<file path="src/rtl/mips_pkg.sv">
// Shared definitions for the multi-cycle MIPS datapath: word width, stage
// numbering and the memory-stage state encoding.
package mips_pkg;

    localparam int WORD_W = 32;

    localparam logic [2:0] STAGE_IF  = 3'd0;
    localparam logic [2:0] STAGE_ID  = 3'd1;
    localparam logic [2:0] STAGE_EX  = 3'd2;
    localparam logic [2:0] STAGE_MEM = 3'd3;
    localparam logic [2:0] STAGE_WB  = 3'd4;

    typedef enum logic [1:0] {
        ST_IDLE = 2'd0,
        ST_REQ  = 2'd1,
        ST_DONE = 2'd2
    } mem_state_t;

    function automatic logic is_word_aligned(input logic [WORD_W-1:0] addr);
        return (addr[1:0] == 2'b00);
    endfunction

endpackage

</file>
<file path="src/rtl/mem_access_stage.sv">
// MEM stage of the multi-cycle MIPS datapath: runs one data-memory access over
// a req/ack handshake and produces the registered write-back word for stage 4.
module mem_access_stage
    import mips_pkg::*;
#(
    parameter int         TIMEOUT   = 16,
    parameter logic [2:0] MEM_STAGE = STAGE_MEM
) (
    input  logic              clock,
    input  logic              reset_n,
    input  logic [2:0]        stage,
    input  logic [WORD_W-1:0] alu_result,
    input  logic [WORD_W-1:0] store_data,
    input  logic              mem_read,
    input  logic              mem_write,
    input  logic              mem_to_reg,
    output logic              dmem_req,
    output logic              dmem_we,
    output logic [WORD_W-1:0] dmem_addr,
    output logic [WORD_W-1:0] dmem_wdata,
    input  logic [WORD_W-1:0] dmem_rdata,
    input  logic              dmem_ack,
    output logic [WORD_W-1:0] wb_data,
    output logic              wb_valid,
    output logic              stall,
    output logic              mem_err
);

    localparam int            CNT_W    = (TIMEOUT > 1) ? $clog2(TIMEOUT) : 1;
    localparam logic [CNT_W-1:0] CNT_LAST = CNT_W'(TIMEOUT - 1);

    mem_state_t        state_q, state_d;
    logic [CNT_W-1:0]  cnt_q, cnt_d;
    logic              req_q, req_d;
    logic              we_q, we_d;
    logic [WORD_W-1:0] addr_q, addr_d;
    logic [WORD_W-1:0] wdata_q, wdata_d;
    logic              m2r_q, m2r_d;
    logic [WORD_W-1:0] wb_data_q, wb_data_d;
    logic              wb_valid_q, wb_valid_d;
    logic              stall_q, stall_d;
    logic              err_q, err_d;

    // Next-state and next-output computation for the access sequencer.
    always_comb begin
        state_d   = state_q;
        cnt_d     = cnt_q;
        req_d     = req_q;
        we_d      = we_q;
        addr_d    = addr_q;
        wdata_d   = wdata_q;
        m2r_d     = m2r_q;
        wb_data_d = wb_data_q;
        err_d     = err_q;

        case (state_q)
            ST_IDLE: begin
                if (stage == MEM_STAGE) begin
                    err_d = 1'b0;
                    if (mem_read && mem_write) begin
                        err_d     = 1'b1;
                        wb_data_d = {WORD_W{1'b0}};
                        state_d   = ST_DONE;
                    end else if ((mem_read || mem_write) && !is_word_aligned(alu_result)) begin
                        err_d     = 1'b1;
                        wb_data_d = {WORD_W{1'b0}};
                        state_d   = ST_DONE;
                    end else if (mem_read || mem_write) begin
                        addr_d  = alu_result;
                        wdata_d = store_data;
                        we_d    = mem_write;
                        m2r_d   = mem_to_reg;
                        req_d   = 1'b1;
                        cnt_d   = {CNT_W{1'b0}};
                        state_d = ST_REQ;
                    end else begin
                        wb_data_d = alu_result;
                        state_d   = ST_DONE;
                    end
                end else begin
                    state_d = ST_IDLE;
                end
            end
            ST_REQ: begin
                // The latched address doubles as the non-load result, so inputs may move freely here.
                if (dmem_ack) begin
                    req_d     = 1'b0;
                    wb_data_d = m2r_q ? (we_q ? {WORD_W{1'b0}} : dmem_rdata) : addr_q;
                    state_d   = ST_DONE;
                end else if (cnt_q == CNT_LAST) begin
                    req_d     = 1'b0;
                    err_d     = 1'b1;
                    wb_data_d = {WORD_W{1'b0}};
                    state_d   = ST_DONE;
                end else begin
                    cnt_d = (cnt_q == CNT_LAST) ? cnt_q : cnt_q + CNT_W'(1);
                end
            end
            ST_DONE: begin
                state_d = ST_IDLE;
            end
            default: begin
                state_d = ST_IDLE;
                req_d   = 1'b0;
            end
        endcase

        wb_valid_d = (state_d == ST_DONE);
        stall_d    = (state_d == ST_REQ);
    end

    // State and registered outputs; reset drops any outstanding request at once.
    always_ff @(posedge clock or negedge reset_n) begin
        if (!reset_n) begin
            state_q    <= ST_IDLE;
            cnt_q      <= {CNT_W{1'b0}};
            req_q      <= 1'b0;
            we_q       <= 1'b0;
            addr_q     <= {WORD_W{1'b0}};
            wdata_q    <= {WORD_W{1'b0}};
            m2r_q      <= 1'b0;
            wb_data_q  <= {WORD_W{1'b0}};
            wb_valid_q <= 1'b0;
            stall_q    <= 1'b0;
            err_q      <= 1'b0;
        end else begin
            state_q    <= state_d;
            cnt_q      <= cnt_d;
            req_q      <= req_d;
            we_q       <= we_d;
            addr_q     <= addr_d;
            wdata_q    <= wdata_d;
            m2r_q      <= m2r_d;
            wb_data_q  <= wb_data_d;
            wb_valid_q <= wb_valid_d;
            stall_q    <= stall_d;
            err_q      <= err_d;
        end
    end

    assign dmem_req   = req_q;
    assign dmem_we    = we_q;
    assign dmem_addr  = addr_q;
    assign dmem_wdata = wdata_q;
    assign wb_data    = wb_data_q;
    assign wb_valid   = wb_valid_q;
    assign stall      = stall_q;
    assign mem_err    = err_q;

endmodule

</file>
<file path="config.mk">
export PLATFORM = sky130hd
export DESIGN_NAME = mem_access_stage
export DESIGN_NICKNAME = d
export VERILOG_FILES = /design/src/rtl/mips_pkg.sv /design/src/rtl/mem_access_stage.sv
export SDC_FILE = /design/constraint.sdc
export NUM_CORES = 1
export LEC_CHECK = 0
export CAP_MARGIN = 20
export CORE_MARGIN = 5
export CORE_UTILIZATION = 29
export CTS_BUF_LIST = sky130_fd_sc_hd__clkbuf_2
export CTS_CLUSTER_DIAMETER = 200
export DETAILED_ROUTE_END_ITERATION = 8
export GPL_TIMING_DRIVEN = 0
export PLACE_DENSITY = 0.54
export SLEW_MARGIN = 5
export SYNTH_ARGS = -nofsm -noshare
export SYNTH_HDL_FRONTEND = slang
export SYNTH_SLANG_ARGS = --single-unit
export TNS_END_PERCENT = 10
</file>
<file path="constraint.sdc">
create_clock -name clock -period 3.4 [get_ports clock]
set_input_delay 0.34 -clock clock [delete_from_list [all_inputs] [get_ports clock]]
set_output_delay 0.34 -clock clock [all_outputs]
set_load 0.05 [all_outputs]
</file>
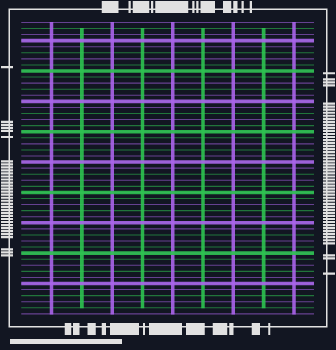
Figure 1: floorplan with the power grid.
The bar under the picture is 50 um long. Pins as bars on the die edge.
Key: VSS = purple; VDD = green
49 met1 rails follow the rows. 9 straps on met4.

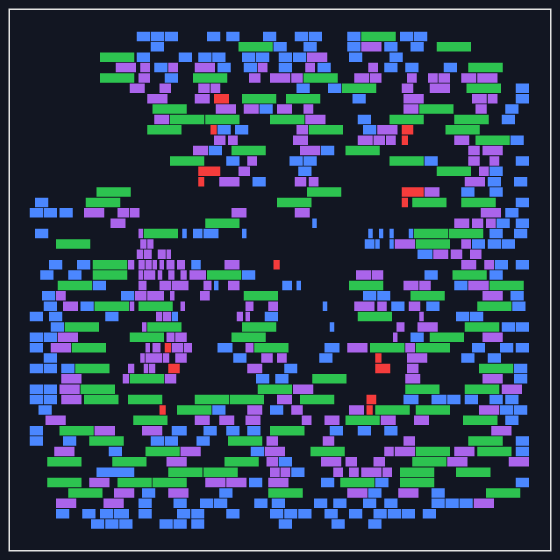
Figure 2: cells colored by class.
Key: clock drivers and dummy loads = red [cells 16, share of their area 1.7%]; other buffers and delay cells = blue [cells 232, share of their area 31%]; flops = green [cells 108, share of their area 37%]; all other logic = purple [cells 215, share of their area 30%]

==> impl_metrics.toml <==
# implementation run metrics
[synth]
ys.flops = 108
topCellsByArea = "dfrtp_1 54%, mux2_4 18%, mux2_2 7.4%"
syn_avg_cell_area_um2 = 14.4
synthDominantCellAreaShare = 0.538
syn_inst = 348
syn_nets = 456
postSynthSeqShare = 0.538
ys_sh_adder = 0.00748
ys_async_sr_fraction = 1.00

[clock_tree]
cts_tree = "yes"
post_cts_resized = 0
postCtsSetupBuffers = 0
cts-buffers-inserted = 9

[final_timing]
setup_ws_ps = 983
finalSetupViolCount = 0
fin_setup_tns_ps = 0
worstMarginPinSlew_ps = 664
relSlewSlack = 0.557
rsz0062_at_grt = "no"
fin_skew_ps = 56.7

[status]
status = "completed"

[cells_and_area]
clkCellAreaFrac = 0.0166
syn2layout_area_growth_pct = 49.8
fin_util = 0.439
logic_gate_count = 211
regArea_mm2 = 0.00270
dominant_cells = "sequential cells"
lay_top_count = "clkdlybuf4s50_1"

[global_routing]
grt_max_degree = 79
use_met2 = 0.242

[power]
p_switching_mw = 1.97
pg_seq_mw = 1.73

[floorplanning]
boundaryPins = 206
fp_util = 0.293
fp.coreArea_mm2 = 0.0171

[worst_setup_path]
crit_required_ps = 3900
critPathLaunchType = "flip-flop"
cp_cell_sequence = "ha_1 -> and3_1 -> or3_1 -> buf_2 -> o211ai_2 -> buf_4 -> mux2_2"
r2r-end = "wb_data[13]"
critical_path_buf_inv_count = 2
crit_path_top_delay_cell = "dfrtp_1"

[placement]
dpl_cell_area_mm2 = 0.00738

[route]
viasPerCell = 4.76
ant_nets = 0

[job]
warnings = 27
